<file path="src/rtl/axi_arb_pkg.sv">
// Shared types and default constants for the IF/LSU request arbiter.
package axi_arb_pkg;

    localparam int unsigned TIMEOUT_DEF    = 255;
    localparam int unsigned STARVE_MAX_DEF = 4;

    typedef enum logic [2:0] {
        ST_IDLE,
        ST_ISSUE,
        ST_WAIT_R,
        ST_WAIT_W,
        ST_RESP
    } arb_state_t;

    typedef enum logic {
        OWN_IF,
        OWN_LS
    } arb_owner_t;

endpackage

</file>
<file path="src/rtl/axi_arb_pick.sv">
// Winner selection between IF and LSU with a saturating counter that
// bounds how many contested rounds the LSU may win in a row.
module axi_arb_pick
    import axi_arb_pkg::*;
#(
    parameter int unsigned STARVE_MAX = STARVE_MAX_DEF
) (
    input  logic clk,
    input  logic rst_n,
    input  logic i_en,
    input  logic i_if_req,
    input  logic i_ls_req,
    output logic o_if_gnt_c,
    output logic o_ls_gnt_c
);

    localparam int unsigned CNT_W = (STARVE_MAX < 1) ? 1 : $clog2(STARVE_MAX + 1);

    logic [CNT_W-1:0] r_starve;
    logic             w_starved;

    assign w_starved  = (r_starve == CNT_W'(STARVE_MAX));
    assign o_if_gnt_c = i_en & i_if_req & (~i_ls_req | w_starved);
    assign o_ls_gnt_c = i_en & i_ls_req & ~(i_if_req & w_starved);

    // Count LSU wins only while IF was actually waiting.
    always_ff @(posedge clk or negedge rst_n) begin
        if (!rst_n) begin
            r_starve <= '0;
        end else if (o_ls_gnt_c) begin
            if (!i_if_req)
                r_starve <= '0;
            else if (!w_starved)
                r_starve <= r_starve + CNT_W'(1);
        end else if (o_if_gnt_c) begin
            r_starve <= '0;
        end
    end

endmodule

</file>
<file path="src/rtl/axi_req_arbiter.sv">
// Single-outstanding arbiter of IF and LSU requests onto the axi_master
// command interface, with completion routing and a bus-hang timeout.
module axi_req_arbiter
    import axi_arb_pkg::*;
#(
    parameter int unsigned ADDR_W     = 32,
    parameter int unsigned DATA_W     = 32,
    parameter int unsigned TIMEOUT    = TIMEOUT_DEF,
    parameter int unsigned STARVE_MAX = STARVE_MAX_DEF
) (
    input  logic                ACLK,
    input  logic                ARESETN,
    input  logic                if_req,
    input  logic [ADDR_W-1:0]   if_addr,
    output logic                if_gnt,
    output logic                if_rvalid,
    output logic [DATA_W-1:0]   if_rdata,
    output logic                if_err,
    input  logic                ls_req,
    input  logic                ls_we,
    input  logic [ADDR_W-1:0]   ls_addr,
    input  logic [DATA_W-1:0]   ls_wdata,
    input  logic [DATA_W/8-1:0] ls_wstrb,
    output logic                ls_gnt,
    output logic                ls_rvalid,
    output logic [DATA_W-1:0]   ls_rdata,
    output logic                ls_err,
    output logic [ADDR_W-1:0]   m_addr,
    output logic [DATA_W-1:0]   m_wdata,
    output logic [DATA_W/8-1:0] m_wstrb,
    output logic                m_ren,
    output logic                m_wen,
    input  logic [DATA_W-1:0]   m_rdata,
    input  logic                m_rdone,
    input  logic                m_wdone
);

    localparam int unsigned STRB_W = DATA_W / 8;
    localparam int unsigned TMO_W  = (TIMEOUT < 2) ? 1 : $clog2(TIMEOUT + 1);

    arb_state_t        r_state;
    arb_owner_t        r_owner;
    logic              r_we;
    logic [TMO_W-1:0]  r_tmo;
    logic [ADDR_W-1:0] r_m_addr;
    logic [DATA_W-1:0] r_m_wdata;
    logic [STRB_W-1:0] r_m_wstrb;
    logic              r_m_ren;
    logic              r_m_wen;
    logic              r_if_rvalid;
    logic [DATA_W-1:0] r_if_rdata;
    logic              r_if_err;
    logic              r_ls_rvalid;
    logic [DATA_W-1:0] r_ls_rdata;
    logic              r_ls_err;

    logic w_if_gnt;
    logic w_ls_gnt;
    logic w_tmo_hit;

    axi_arb_pick #(
        .STARVE_MAX (STARVE_MAX)
    ) u_pick (
        .clk        (ACLK),
        .rst_n      (ARESETN),
        .i_en       (r_state == ST_IDLE),
        .i_if_req   (if_req),
        .i_ls_req   (ls_req),
        .o_if_gnt_c (w_if_gnt),
        .o_ls_gnt_c (w_ls_gnt)
    );

    assign w_tmo_hit = (r_tmo == TMO_W'(TIMEOUT - 1));

    assign if_gnt    = w_if_gnt;
    assign ls_gnt    = w_ls_gnt;
    assign if_rvalid = r_if_rvalid;
    assign if_rdata  = r_if_rdata;
    assign if_err    = r_if_err;
    assign ls_rvalid = r_ls_rvalid;
    assign ls_rdata  = r_ls_rdata;
    assign ls_err    = r_ls_err;
    assign m_addr    = r_m_addr;
    assign m_wdata   = r_m_wdata;
    assign m_wstrb   = r_m_wstrb;
    assign m_ren     = r_m_ren;
    assign m_wen     = r_m_wen;

    always_ff @(posedge ACLK or negedge ARESETN) begin
        if (!ARESETN) begin
            r_state     <= ST_IDLE;
            r_owner     <= OWN_IF;
            r_we        <= 1'b0;
            r_tmo       <= '0;
            r_m_addr    <= '0;
            r_m_wdata   <= '0;
            r_m_wstrb   <= '0;
            r_m_ren     <= 1'b0;
            r_m_wen     <= 1'b0;
            r_if_rvalid <= 1'b0;
            r_if_rdata  <= '0;
            r_if_err    <= 1'b0;
            r_ls_rvalid <= 1'b0;
            r_ls_rdata  <= '0;
            r_ls_err    <= 1'b0;
        end else begin
            // Start strobes and completion pulses last exactly one cycle.
            r_m_ren     <= 1'b0;
            r_m_wen     <= 1'b0;
            r_if_rvalid <= 1'b0;
            r_ls_rvalid <= 1'b0;

            case (r_state)
                ST_IDLE: begin
                    if (w_if_gnt) begin
                        r_owner   <= OWN_IF;
                        r_we      <= 1'b0;
                        r_m_addr  <= if_addr;
                        r_m_wdata <= '0;
                        r_m_wstrb <= '0;
                        r_m_ren   <= 1'b1;
                        r_state   <= ST_ISSUE;
                    end else if (w_ls_gnt) begin
                        r_owner   <= OWN_LS;
                        r_we      <= ls_we;
                        r_m_addr  <= ls_addr;
                        r_m_wdata <= ls_we ? ls_wdata : '0;
                        r_m_wstrb <= ls_we ? ls_wstrb : '0;
                        r_m_ren   <= ~ls_we;
                        r_m_wen   <= ls_we;
                        r_state   <= ST_ISSUE;
                    end
                end

                ST_ISSUE: begin
                    r_tmo   <= '0;
                    r_state <= r_we ? ST_WAIT_W : ST_WAIT_R;
                end

                ST_WAIT_R: begin
                    if (m_rdone || w_tmo_hit) begin
                        if (r_owner == OWN_IF) begin
                            r_if_rdata  <= m_rdone ? m_rdata : '0;
                            r_if_err    <= ~m_rdone;
                            r_if_rvalid <= 1'b1;
                        end else begin
                            r_ls_rdata  <= m_rdone ? m_rdata : '0;
                            r_ls_err    <= ~m_rdone;
                            r_ls_rvalid <= 1'b1;
                        end
                        r_state <= ST_RESP;
                    end else begin
                        r_tmo <= r_tmo + TMO_W'(1);
                    end
                end

                // Only the LSU can own a write.
                ST_WAIT_W: begin
                    if (m_wdone || w_tmo_hit) begin
                        r_ls_rdata  <= '0;
                        r_ls_err    <= ~m_wdone;
                        r_ls_rvalid <= 1'b1;
                        r_state     <= ST_RESP;
                    end else begin
                        r_tmo <= r_tmo + TMO_W'(1);
                    end
                end

                ST_RESP: begin
                    r_if_err <= 1'b0;
                    r_ls_err <= 1'b0;
                    r_state  <= ST_IDLE;
                end

                default: r_state <= ST_IDLE;
            endcase
        end
    end

endmodule

</file>
<file path="config.mk">
export PLATFORM = sky130hd
export DESIGN_NAME = axi_req_arbiter
export DESIGN_NICKNAME = d
export VERILOG_FILES = /design/src/rtl/axi_arb_pkg.sv /design/src/rtl/axi_arb_pick.sv /design/src/rtl/axi_req_arbiter.sv
export SDC_FILE = /design/constraint.sdc
export NUM_CORES = 1
export LEC_CHECK = 0
export CORE_MARGIN = 1
export CORE_UTILIZATION = 43
export DETAILED_ROUTE_END_ITERATION = 6
export PLACE_DENSITY = 0.93
export REMOVE_ABC_BUFFERS = 1
export SLEW_MARGIN = 10
export SYNTH_ARGS = -nofsm -noshare
export SYNTH_HDL_FRONTEND = slang
export SYNTH_SLANG_ARGS = --single-unit
</file>
<file path="constraint.sdc">
create_clock -name ACLK -period 2.6 [get_ports ACLK]
set_input_delay 0.52 -clock ACLK [delete_from_list [all_inputs] [get_ports ACLK]]
set_output_delay 0.52 -clock ACLK [all_outputs]
set_load 0.02 [all_outputs]
</file>
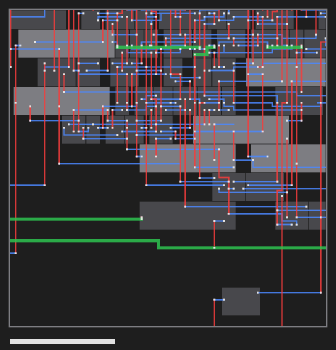
Fig. 1. Zoomed window.
The bar under the picture is 10 um long. Window x 48 to 78, y 48 to 78 um. Cells in gray, sequential cells in the stronger gray; small squares are vias.
legend:
  blue:
    layer: met1
  red:
    layer: met2
  green:
    layer: met3
netlist names of flops here include: r_tmo (5), if_err (1)
cells with their middle in the window: 46
sequential cells in the window: 6
most frequent: dfrtp_1 (6), nand3_1 (5)

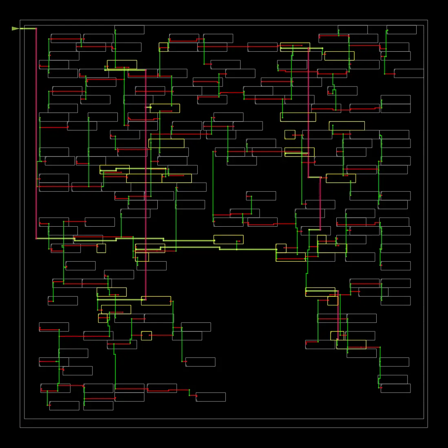
Fig. 2. Clock routing.
CTS buffer count: 17
# clock sinks: 154
Fin Clk Skew: 0.009724 ns
clock buffers: 17

==> impl_metrics.csv <==
group,metric,value,unit
flow_run,warning_count,27,
final_timing,report.final.slew_viol_count,0,
cells_and_area,final_common_cell,"sky130_fd_sc_hd__clkdlybuf4s50_1",
synth,syn-cell-area,0.006694,mm2
synth,count_of_state_elements_after_synthesis,154,
power,irDropWorstVdd,0.0006236,V
clock_network,htree_levels,4,
drt,totalWireLength,19700,um
synth,async_reset_ff_share,100.0,%
final_timing,rsz0062_at_grt,"false",
floorplan,design.portCount,279,
flow_run,timing.max_cap.violations,0,
final_timing,setup_viol,0,
final_timing,min_period_over_period,89.22,%
drt,drtAntennaViolNets,0,
final_timing,slew_at_the_pin_closest_to_its_max_slew_limit,0.7083,ns
grt,global_route_wire_length_before_repair,31120,um
synth,enable_flop_cells,0,
synth,synth.yosys.seq_area_share,57.57,%
setup_path,r2r_setup_slack,0.38,ns
drt,drt_iter0_drc,344,
cells_and_area,final_cell_mix,"sky130_fd_sc_hd__clkdlybuf4s50_1 (274), sky130_fd_sc_hd__dfrtp_1 (154), sky130_fd_sc_hd__o21ai_0 (65), sky130_fd_sc_hd__nand2_1 (48), sky130_fd_sc_hd__a22o_1 (38)",
cells_and_area,layoutNonFillerInstCount,1061,
floorplan,fp-utilization,44.03,%
setup_path,cp-end-kind,"output port",
cells_and_area,antennaDiodeCount,0,
drt,routed-via-count,5816,
drt,detail_route.wl_per_cell,18.57,um
final_timing,slew_headroom,52.78,%
power,finalPower,0.01298,W
grt,overflow,0,
hold_path,worstHoldPathType,"primary input to async pin",
final_timing,hold_ws,0.1248,ns
synth,gate_count_of_the_mapped_netlist,587,
final_timing,period_needed,2.320,ns
floorplan,core_area,0.01520,mm2
drt,drt-pass1-iter-count,4,
final_timing,achievable-frequency,431.1,MHz
cells_and_area,layout.nets,1004,
power,static_leakage_power,4.794,nW
placement,buffer_ports.inserted,278,
floorplan,placement_rows,45,
clock_network,clock_path_buffers,2,
clock_network,clk_latency,0.42,ns
setup_path,critical_path_required,2.08,ns
setup_path,critical_path.reg2reg.endpoint,"if_rdata[19]",
drt,routed_via_density,5.482,
clock_network,tritoncts,"done",
cells_and_area,share_of_cells_above_drive_strength_1,11.91,%
grt,grt_pass1_vias,5949,
placement,place_inst,1030,
setup_path,crit_end,"if_gnt",
drt,route.detailed.drc,0,
synth,ys_cells,587,
synth,yosys_warnings,0,
outcome,outcome,"complete, no violations",
setup_path,critical_path.startpoint,"u_pick.r_starve[0]",
floorplan,chipWidth,126.8,um
synth,synth_chip_area,0.006694,mm2
grt,global_route.usage.total,25.20,%
placement,detailedPlacementHpwl,14180,um
final_timing,final_hold_viol_count,0,
synth,postSynthAreaPerCell,11.40,um2
clock_network,cts_root_buf,"sky130_fd_sc_hd__clkbuf_16",
cells_and_area,areaGrowthSynthToFinish,55.18,%
grt,grt_max_degree,72,
floorplan,dieArea,0.01607,mm2
setup_path,regToRegStartpoint,"r_tmo[0]",
clock_network,clk_pin_slew,0.06,ns
setup_path,cp_max_fo,4,
synth,ys_types,43,
setup_path,worst-setup-path-type,"flop to output port",
placement,gp_routability_congestion,0.8267,
floorplan,floorplan.die.height,126.8,um
final_timing,setup_tns,0,ns
synth,commonest_register_cell_after_synthesis,"sky130_fd_sc_hd__dfrtp_1",
setup_path,worst-r2r-cell-count,7,
setup_path,critical_path_arrival,1.80,ns
grt,initial_antenna_violation_count,0,
setup_path,worst_setup_path_start_kind,"flop",
power,power-per-cell-area,1249,mW/mm2
[worst max-delay path: stages (launching register included)]
cell,delay [ns]
sky130_fd_sc_hd__dfrtp_1,0.38
sky130_fd_sc_hd__inv_1,0.08
sky130_fd_sc_hd__ha_1,0.23
sky130_fd_sc_hd__a21bo_2,0.16
sky130_fd_sc_hd__nand3_2,0.10
sky130_fd_sc_hd__inv_1,0.09
sky130_fd_sc_hd__dlygate4sd2_1,0.35
[per-layer routing]
metal	routed length [um]	GRT usage, %	part of all wire [%]	vias up
met5	0	0	0	-
met3	1618	7.760	8.2	40
li1	-	-	-	2623
met2	10060	43.13	51	309
met4	586	11.48	3.0	0
met1	7443	29.07	38	2844
[kinds of logic after synthesis]
kind of cell    Yosys count  synth area share [%]
flops                   154                 57.57
simple gates            149                 11.74
compound gates          129                 12.82
buf+inv                  79                 5.084
mux                      72                 12.04
fa+ha+maj                 4                0.7477
[layout make-up]
class | instances | area (um2)
fill | 1044 | 4815
sequential | 154 | 3854
timing repair buffer | 302 | 3019
multi-input combinational | 354 | 2526
clock buffer | 17 | 425.4
tap | 188 | 235.2
clock inverter | 14 | 207.7
inverter | 32 | 120.1
[state kept, by name, indices dropped and copies added, names as in the netlist, 3 cells and up]
name             count
if_rdata            32
ls_rdata            32
m_addr              32
m_wdata             32
r_tmo                8
m_wstrb              4
r_state              3
u_pick.r_starve      3
[what timing repair did]
action,4_1_cts,5_1_grt
gates resized,3,0
hold buffers,0,0
hold endpoints to repair,0,0
setup buffers,0,0
setup endpoints to repair,2,0
[power breakdown]
part	leakage (nW)	total, W	internal [W]	switching, W
clock network	0.297	0.00266	0.00163	0.00103
registers	1.99	0.00416	0.00348	0.000675
logic	2.51	0.00616	0.00295	0.00320
[Yosys cell counts, types with 5 or more instances]
library cell	n	share of area, %
sky130_fd_sc_hd__a21oi_1	5	0.37
sky130_fd_sc_hd__a22o_1	38	5.0
sky130_fd_sc_hd__and2_1	11	1.0
sky130_fd_sc_hd__and3_1	30	2.8
sky130_fd_sc_hd__buf_2	11	0.82
sky130_fd_sc_hd__clkbuf_1	30	1.7
sky130_fd_sc_hd__dfrtp_1	154	58
sky130_fd_sc_hd__inv_1	32	1.8
sky130_fd_sc_hd__mux2_2	28	4.7
sky130_fd_sc_hd__mux2_4	10	2.2
sky130_fd_sc_hd__mux2i_1	34	5.1
sky130_fd_sc_hd__nand2_1	48	2.7
sky130_fd_sc_hd__nand3_1	9	0.67
sky130_fd_sc_hd__nand4_1	27	2.5
sky130_fd_sc_hd__nor2_1	10	0.56
sky130_fd_sc_hd__o21ai_0	65	4.9
[stage by stage]
stage	setup WS, ns	area [um2]	util, %
4_1_cts	0.1925	10390	68.33
5_1_grt	0.1719	10390	68.33
3_3_place_gp	0.1023	9752	64.15
3_5_place_dp	0.06972	9752	64.15
2_1_floorplan	-1.716	6474	-
6_report	0.2803	10390	68.33
Power is estimated from default activity; no workload was simulated.
